===== src/rtl/game_pkg.sv =====
// ---------------------------------------------------------------------------
// game_pkg
// Shared definitions for the turn sequencer of the cat-vs-dog game.
//   turn_state_t       : turn FSM states
//   MAX_HP_DEF         : default starting HP per player
//   TIMEOUT_60MHZ_10S  : 10 s aim limit expressed in clk60MHz cycles
//   next_alive()       : cyclic search for the next live player
// ---------------------------------------------------------------------------
package game_pkg;

    typedef enum logic [2:0] {
        ST_IDLE,
        ST_AIM,
        ST_FLIGHT,
        ST_RESOLVE,
        ST_GAME_OVER
    } turn_state_t;

    localparam int MAX_HP_DEF        = 100;
    localparam int TIMEOUT_60MHZ_10S = 600000000;
    localparam int MAX_PLAYERS       = 8;

    // Returns the first set bit of mask strictly after cur, wrapping at num.
    // The search also reaches cur itself last, so with a single live player
    // it returns that player's index. With an empty mask cur is returned.
    function automatic logic [2:0] next_alive(
        input logic [7:0] mask,
        input logic [2:0] cur,
        input int         num
    );
        logic [2:0] result;
        logic       found;
        int         idx;
        result = cur;
        found  = 1'b0;
        for (int k = 1; k <= MAX_PLAYERS; k++) begin
            idx = (int'(cur) + k) % num;
            if (!found && (k <= num) && mask[idx[2:0]]) begin
                result = idx[2:0];
                found  = 1'b1;
            end
        end
        return result;
    endfunction

endpackage


===== src/rtl/hp_bank.sv =====
// ---------------------------------------------------------------------------
// hp_bank
// Per-player HP registers with saturating damage, reload and alive vector.
// Ports:
//   clk60MHz   in  system clock
//   rst        in  synchronous active-low reset (reloads MAX_HP)
//   reload     in  reload every player to MAX_HP (new game)
//   hit_en     in  apply hit_damage to hit_player this cycle
//   hit_player in  index of the player hit
//   hit_damage in  damage amount
//   hp         out packed HP, player i at [i*HP_W +: HP_W]
//   alive      out bit i set while player i has HP > 0
// ---------------------------------------------------------------------------
module hp_bank
    import game_pkg::*;
#(
    parameter  int NUM_PLAYERS = 2,
    parameter  int HP_W        = 7,
    parameter  int MAX_HP      = MAX_HP_DEF,
    localparam int PW          = (NUM_PLAYERS > 2) ? $clog2(NUM_PLAYERS) : 1
) (
    input  logic                        clk60MHz,
    input  logic                        rst,
    input  logic                        reload,
    input  logic                        hit_en,
    input  logic [PW-1:0]               hit_player,
    input  logic [HP_W-1:0]             hit_damage,
    output logic [NUM_PLAYERS*HP_W-1:0] hp,
    output logic [NUM_PLAYERS-1:0]      alive
);

    localparam logic [HP_W-1:0] FULL_HP = HP_W'(MAX_HP);

    logic [NUM_PLAYERS*HP_W-1:0] hp_next;
    logic [NUM_PLAYERS-1:0]      alive_next;

    // Out-of-range indices never match any slot, and dead players are
    // skipped, so such hits fall through without effect. alive is derived
    // from the next HP so it stays in step with the hp register.
    always_comb begin
        hp_next    = hp;
        alive_next = '0;
        for (int i = 0; i < NUM_PLAYERS; i++) begin
            if (hit_en && (hit_player == PW'(i)) && alive[i]) begin
                if (hp[i*HP_W +: HP_W] > hit_damage) begin
                    hp_next[i*HP_W +: HP_W] = hp[i*HP_W +: HP_W] - hit_damage;
                end else begin
                    hp_next[i*HP_W +: HP_W] = '0;
                end
            end
            alive_next[i] = |hp_next[i*HP_W +: HP_W];
        end
    end

    always_ff @(posedge clk60MHz) begin
        if (!rst || reload) begin
            hp    <= {NUM_PLAYERS{FULL_HP}};
            alive <= '1;
        end else begin
            hp    <= hp_next;
            alive <= alive_next;
        end
    end

endmodule


===== src/rtl/turn_sequencer.sv =====
// ---------------------------------------------------------------------------
// turn_sequencer
// Turn sequencing for NUM_PLAYERS players: aim / flight / resolve cycle,
// HP tracking through hp_bank, skipping of eliminated players and winner or
// draw detection. Everything runs in the clk60MHz domain.
// Optional feature macro: TURN_TIMEOUT_EN adds an aim time limit; when it
// expires the turn is forfeited. Without it timeout is constant 0.
// Ports:
//   clk60MHz       in  system clock
//   rst            in  synchronous active-low reset
//   player_ready   in  per-player ready level
//   new_game       in  pulse, restarts from game over
//   throw_start    in  pulse, current player released a throw
//   throw_end      in  pulse, projectile landed or left the screen
//   hit_valid      in  pulse, hit reported this cycle
//   hit_player     in  index of the player hit
//   hit_damage     in  damage amount
//   current_player out player whose turn it is
//   aim_active     out current player may throw
//   turn           out completed-turn counter
//   turn_pulse     out one-cycle pulse on each turn advance
//   hp             out packed HP, player i at [i*HP_W +: HP_W]
//   alive          out bit i set while player i has HP > 0
//   game_over      out game finished
//   draw           out game finished with nobody alive
//   winner         out winning index while game_over && !draw
//   timeout        out one-cycle pulse on aim timeout
// ---------------------------------------------------------------------------
module turn_sequencer
    import game_pkg::*;
#(
    parameter  int NUM_PLAYERS    = 2,
    parameter  int HP_W           = 7,
    parameter  int MAX_HP         = MAX_HP_DEF,
    parameter  int TURN_W         = 3,
    parameter  int TIMEOUT_CYCLES = TIMEOUT_60MHZ_10S,
    localparam int PW             = (NUM_PLAYERS > 2) ? $clog2(NUM_PLAYERS) : 1
) (
    input  logic                        clk60MHz,
    input  logic                        rst,
    input  logic [NUM_PLAYERS-1:0]      player_ready,
    input  logic                        new_game,
    input  logic                        throw_start,
    input  logic                        throw_end,
    input  logic                        hit_valid,
    input  logic [PW-1:0]               hit_player,
    input  logic [HP_W-1:0]             hit_damage,
    output logic [PW-1:0]               current_player,
    output logic                        aim_active,
    output logic [TURN_W-1:0]           turn,
    output logic                        turn_pulse,
    output logic [NUM_PLAYERS*HP_W-1:0] hp,
    output logic [NUM_PLAYERS-1:0]      alive,
    output logic                        game_over,
    output logic                        draw,
    output logic [PW-1:0]               winner,
    output logic                        timeout
);

    turn_state_t state;

    logic        all_ready;
    logic        hit_en;
    logic        reload;
    logic [3:0]  alive_count;
    logic [PW-1:0] next_pick;

`ifdef TURN_TIMEOUT_EN
    localparam int TMR_W = (TIMEOUT_CYCLES > 2) ? $clog2(TIMEOUT_CYCLES) : 1;
    localparam logic [TMR_W-1:0] TMR_LAST = TMR_W'(TIMEOUT_CYCLES - 1);
    logic [TMR_W-1:0] aim_timer;
`endif

    assign all_ready   = &player_ready;
    assign hit_en      = (state == ST_FLIGHT) && hit_valid;
    assign reload      = (state == ST_GAME_OVER) && new_game;
    assign alive_count = 4'($countones(alive));

    // With one survivor the cyclic search lands on that survivor, so the
    // same lookup serves both as next player and as winner index.
    assign next_pick = PW'(next_alive(8'(alive), 3'(current_player), NUM_PLAYERS));

    hp_bank #(
        .NUM_PLAYERS (NUM_PLAYERS),
        .HP_W        (HP_W),
        .MAX_HP      (MAX_HP)
    ) u_hp_bank (
        .clk60MHz   (clk60MHz),
        .rst        (rst),
        .reload     (reload),
        .hit_en     (hit_en),
        .hit_player (hit_player),
        .hit_damage (hit_damage),
        .hp         (hp),
        .alive      (alive)
    );

    // Turn FSM. Pulsed outputs default low every cycle; the aim timer is
    // cleared whenever the FSM is not staying in AIM, which covers both
    // entry into AIM and a pause.
    always_ff @(posedge clk60MHz) begin
        if (!rst) begin
            state          <= ST_IDLE;
            current_player <= '0;
            turn           <= '0;
            aim_active     <= 1'b0;
            turn_pulse     <= 1'b0;
            game_over      <= 1'b0;
            draw           <= 1'b0;
            winner         <= '0;
            timeout        <= 1'b0;
`ifdef TURN_TIMEOUT_EN
            aim_timer      <= '0;
`endif
        end else begin
            turn_pulse <= 1'b0;
            timeout    <= 1'b0;
`ifdef TURN_TIMEOUT_EN
            aim_timer  <= '0;
`endif
            unique case (state)
                ST_IDLE: begin
                    if (all_ready) begin
                        state      <= ST_AIM;
                        aim_active <= 1'b1;
                    end
                end

                ST_AIM: begin
                    if (!all_ready) begin
                        state      <= ST_IDLE;
                        aim_active <= 1'b0;
                    end else if (throw_start) begin
                        state      <= ST_FLIGHT;
                        aim_active <= 1'b0;
                    end else begin
`ifdef TURN_TIMEOUT_EN
                        if (aim_timer == TMR_LAST) begin
                            timeout    <= 1'b1;
                            aim_active <= 1'b0;
                            state      <= ST_RESOLVE;
                        end else begin
                            aim_timer <= aim_timer + 1'b1;
                        end
`endif
                    end
                end

                ST_FLIGHT: begin
                    if (throw_end) begin
                        state <= ST_RESOLVE;
                    end
                end

                ST_RESOLVE: begin
                    if (alive_count == 4'd0) begin
                        draw      <= 1'b1;
                        game_over <= 1'b1;
                        state     <= ST_GAME_OVER;
                    end else if (alive_count == 4'd1) begin
                        winner    <= next_pick;
                        game_over <= 1'b1;
                        state     <= ST_GAME_OVER;
                    end else begin
                        current_player <= next_pick;
                        turn           <= turn + 1'b1;
                        turn_pulse     <= 1'b1;
                        aim_active     <= 1'b1;
                        state          <= ST_AIM;
                    end
                end

                ST_GAME_OVER: begin
                    if (new_game) begin
                        state          <= ST_IDLE;
                        current_player <= '0;
                        turn           <= '0;
                        game_over      <= 1'b0;
                        draw           <= 1'b0;
                        winner         <= '0;
                    end
                end

                default: begin
                    state      <= ST_IDLE;
                    aim_active <= 1'b0;
                end
            endcase
        end
    end

endmodule


===== config.mk =====
export PLATFORM = sky130hd
export DESIGN_NAME = turn_sequencer
export DESIGN_NICKNAME = d
export VERILOG_FILES = /design/src/rtl/game_pkg.sv /design/src/rtl/hp_bank.sv /design/src/rtl/turn_sequencer.sv
export SDC_FILE = /design/constraint.sdc
export NUM_CORES = 1
export LEC_CHECK = 0
export CORE_MARGIN = 8
export CORE_UTILIZATION = 25
export DETAILED_ROUTE_END_ITERATION = 7
export SETUP_SLACK_MARGIN = 0.05
export SLEW_MARGIN = 20
export SYNTH_ARGS = -nofsm -noshare
export SYNTH_HDL_FRONTEND = slang
export SYNTH_HIERARCHICAL = 1
export SYNTH_SLANG_ARGS = --single-unit

===== constraint.sdc =====
create_clock -name clk60MHz -period 5.7 [get_ports clk60MHz]
set_clock_uncertainty 0.2 [all_clocks]
set_input_delay 0.855 -clock clk60MHz [delete_from_list [all_inputs] [get_ports clk60MHz]]
set_output_delay 0.855 -clock clk60MHz [all_outputs]
set_load 0.02 [all_outputs]

Fig. 1: sequential cells grouped by signal name
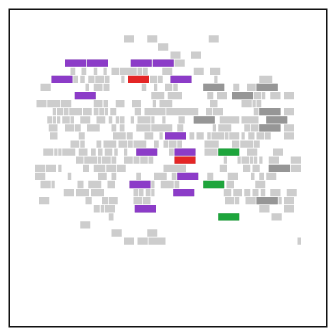
| colour | signal | sequential cells |
|---|---|---|
| purple | u_hp_bank/hp | 14 |
| green | state | 3 |
| red | u_hp_bank/alive | 2 |
not coloured: 9

Fig. 2: routed clock nets over the placement
The bar under the picture is 20 um long.
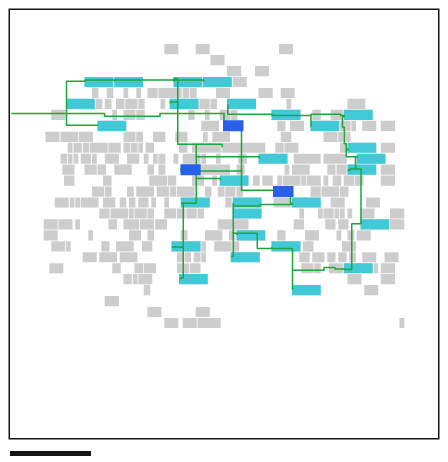
[blue] clock drivers | count: 3
[cyan] flip-flops | count: 28
[green] clock wires | length: 408 um
routed clock nets: 4

Fig. 3: I/O pins on the die edge
Pins as bars across the die edge, other pins in grey.
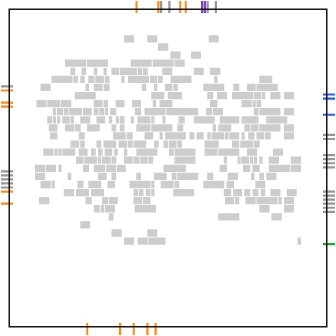
| colour | port | pins | direction | edge |
|---|---|---|---|---|
| orange | hp | 14 | output | 5 bottom, 5 left, 4 top |
| blue | turn | 3 | output | right |
| green | timeout | 1 | output | right |
| purple | alive | 2 | output | top |
width of the chip: 106 um
# port buffers: 40
chip height: 106 um

==> results_slide.txt <==
Synthesis and Place & Route Summary

Outcome
  – Run status: finished clean

Timing
  – RSZ-0062 raised after global routing: no
  – Max frequency: 333 MHz
  – Count of endpoints failing hold in the final timing report: 0
  – Sum of negative setup slack: 0 ns
  – Portion of the clock cycle consumed by the worst path in the final layout: 52.8%
  – Final tally of max-slew violations: 0
  – Setup slack of the critical path after layout: 2.69 ns
  – Time the worst path needs with I/O delays and setup: 3.01 ns
  – Final number of setup-violating endpoints: 0
  – Normalized max-slew margin: 58.0%
  – Slew at the pin closest to its max-slew limit: 0.631 ns

Yosys
  – Ys Warns: 6
  – Register area share after synthesis: 27.5%
  – Multiplexer area fraction after synthesis: 2.46%
  – Synthesized flop and latch total: 28
  – Area share of the largest cell type after synthesis: 27.5%
  – Yosys synthesis chip area: 2040 sq um
  – Cells in synth_stat.txt: 233
  – Adder share: 12.4%
  – Mean area per synthesized cell: 8.75 sq um
  – Primary FF master, synth: sky130_fd_sc_hd__dfxtp_1
  – Fraction of the mapped netlist area in simple logic gates: 25.3%
  – Synth async-reset ratio: 0%
  – Syn Std Cell Area: 2040 sq um
  – Xor-xnor portion of the synthesized cell area: 2.58%
  – Number of nets at floorplan: 268
  – Compound-gate portion of the synthesized area: 23.7%
  – Cell taking the most area after synthesis: sky130_fd_sc_hd__dfxtp_1
  – Number of flops mapped to enable cells by yosys: 0
  – Largest cells by area: sky130_fd_sc_hd__dfxtp_1 (28%), sky130_fd_sc_hd__ha_1 (10%), sky130_fd_sc_hd__a21oi_1 (4.2%), sky130_fd_sc_hd__inv_1 (3.1%), sky130_fd_sc_hd__nor2_1 (2.9%)
  – Count of mapped cells out of synthesis: 233
  – Cell with the most instances after synthesis: sky130_fd_sc_hd__dfxtp_1
  – List of most frequent post-synthesis cells: sky130_fd_sc_hd__dfxtp_1 (28), sky130_fd_sc_hd__a21oi_1 (17), sky130_fd_sc_hd__ha_1 (17), sky130_fd_sc_hd__inv_1 (17), sky130_fd_sc_hd__nor2_1 (16)
  – Top comb family, area: simple AND/OR/NAND/NOR gates
  – Count of distinct cell types in the synthesized netlist: 66

Finish
  – Non-clock inverter instance count of the final layout: 18
  – Logic gate fraction of the total cell area: 52.4%
  – Dominant logic cell type in the layout: sky130_fd_sc_hd__clkdlybuf4s50_1
  – Multi-input combinational cell count: 180
  – Combinational gate area: 1360 sq um
  – Most common logic cells in the final layout: sky130_fd_sc_hd__clkdlybuf4s50_1 (40), sky130_fd_sc_hd__dfxtp_1 (28), sky130_fd_sc_hd__inv_1 (17), sky130_fd_sc_hd__a21oi_1 (17), sky130_fd_sc_hd__ha_1 (17)
  – # nets final: 306
  – Relative area of non-clock buffer cells in the final design: 15.5%
  – Fillers: 861
  – Fraction of layout cells with a size suffix above 1: 7.04%
  – Synth-to-Final Area Change: 27.1%
  – Clock tree cell share of total cell area: 2.75%
  – Bufs w/o clock: 40
  – Leading cell kind: multi-input combinational cells
  – Antenna diode count: 0
  – Sequential share of cell area: 21.6%
  – Reg area: 561 sq um

Setup path
  – Capturing element type of the critical path: flip-flop
  – Type of the worst setup path: primary input to flip-flop
  – Critical path peak fanout: 2
  – Data arrival, critical path: 2.95 ns
  – Length in cells of the worst reg-to-reg path: 6
  – Slack of the worst reg-to-reg path: 2.92 ns
  – Element type at the critical path start: primary input
  – Crit path DRT: 5.64 ns

Power and ir drop
  – Cell-internal power: 0.334 mW
  – VDD IR-drop max: 0.0778 mV
  – Net load switching power: 0.120 mW
  – Total chip power: 0.454 mW
  – Gate power share: 19.1%
  – Static leakage: 1.02 nW
  – Sequential power share: 45.3%
  – Total power density per cell area: 175 nW/um^2
  – Switching portion of total power: 26.4%
  – Part of the power in the clock network: 35.6%

Placed design
  – Pre-CTS worst setup slack: 2.41 ns
  – Final GP Congestion: 0.797
  – DP Wirelength: 4.42 mm

Min path
  – Cell count of the worst hold path: 2
  – Path type of the worst min-delay path: flip-flop to flip-flop

Floorplanning
  – Die Outline Area: 11300 sq um
  – Number of tap cells added at floorplan: 105
  – I/O pin count: 42
  – Fraction of the core area occupied by cells at floorplan: 25.3%
  – # rows: 33
  – Core box area: 8050 sq um

Clock network
  – Clock sink count: 28
  – Cts repair resizes: 0
  – CTS clk-pin slew, worst paths: 0.10 ns
  – Clock root buffer: sky130_fd_sc_hd__clkbuf_8
  – Post-CTS Setup Bufs: 0
  – CTS H-tree lvls: 1
  – Number of hold buffers added after CTS: 0
  – Clock network latency to the later pin of the worst-skew pair: 0.28 ns
  – TritonCTS clock tree: done
  – Clk buf depth: 2
  – Total clock buffers created by CTS: 3

Drt
  – Antenna Violating Nets Remaining: 0
  – Overall via count from detail_route: 1871
  – 1st-pass router iterations: 4
  – Detailed router's first-iteration violation count: 96
  – DRC Markers: 0
  – Mean number of vias per cell: 4.99

GRT
  – Global route total overflow: 0
  – Maximum number of pins on one net before global-route repair: 17
  – Number of global-route vias before repair: 1814
  – Global routing usage summed across all routing layers: 9.64%
  – Wire length of the first global-routing pass: 9.11 mm
  – Number of antenna violations at the first check in global routing: 0

Job
  – Max-cap check violation count: 0
  – Total tool warning count: 27
Fig. 4: the clock network
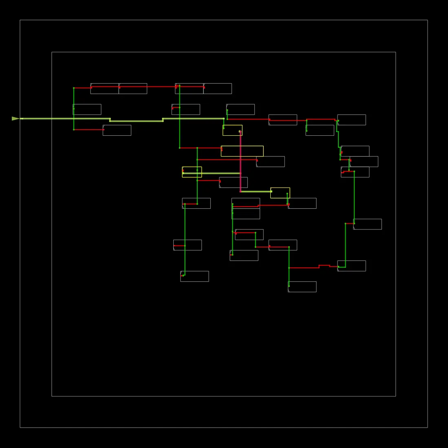
clk pwr: 0.162 mW
total of clock buffers placed in the layout: 3
number of sequential cells in the layout: 28

Fig. 5: routed metal, one colour a layer
The bar under the picture is 20 um long.
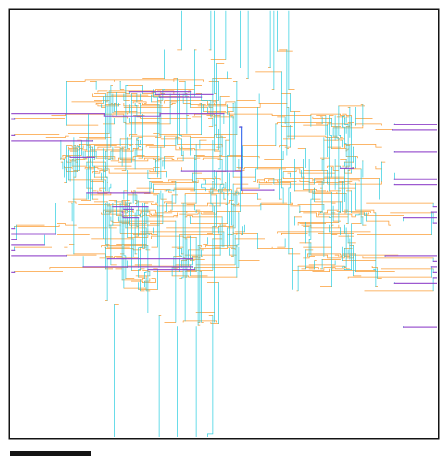
| colour | layer | wire length |
|---|---|---|
| cyan | metal 2 | 2510 um |
| orange | metal 1 | 2590 um |
| blue | metal 4 | 15.6 um |
| purple | metal 3 | 374 um |
WL per Instance: 14.6 um
total wirelength of the detailed-routed design: 5.49 mm

-- worst max-delay path, stage by stage --
cell	delay, ns
sky130_fd_sc_hd__clkdlybuf4s50_1	0.45
sky130_fd_sc_hd__ha_1	0.27
sky130_fd_sc_hd__fa_1	0.41
sky130_fd_sc_hd__nand2b_1	0.19
sky130_fd_sc_hd__a21oi_1	0.22
sky130_fd_sc_hd__nor4_1	0.07
sky130_fd_sc_hd__a311oi_1	0.31
sky130_fd_sc_hd__a32oi_1	0.18
-- stage by stage --
step	instance area (sq um)	cells	utilization [%]	hold WS, ns
after detailed placement	2520	371	31.3	0.266
after global routing	2590	375	32.2	0.301
after floorplan	2040	233	-	0.334
after CTS	2590	375	32.2	0.281
final	2590	375	32.2	0.279
after global placement	2520	371	31.3	0.254
-- final timing paths --
check	startpoint	endpoint
max	hit_damage[0]	u_hp_bank/alive[0]
min	turn[1]	turn[1]
max reg2reg	state[1]	u_hp_bank/hp[7]
min reg2reg	turn[1]	turn[1]
-- power groups by stage --
stage	Sequential (mW)	Clock, mW	Combinational [mW]
2_1_floorplan	0.210	0	0.0605
6_report	0.206	0.162	0.0867
4_1_cts	0.206	0.167	0.0863
5_1_grt	0.207	0.174	0.0964
3_3_place_gp	0.210	0	0.0853
3_5_place_dp	0.210	0	0.0858
-- per-layer routing --
layer | global-route usage (%) | vias up | wire length, um
met3 | 2.60 | 3 | 374
met5 | 0 | - | 0
met1 | 12.6 | 874 | 2590
met2 | 16.0 | 55 | 2510
met4 | 0.905 | 0 | 15
li1 | - | 939 | -
-- registers in the layout, summed over array words and instances, names as in the netlist --
signal	count
aim_active	1
current_player	1
draw	1
game_over	1
state	3
turn	3
turn_pulse	1
u_hp_bank/alive	2
u_hp_bank/hp	14
winner	1
Power and IR drop assume default switching activity.
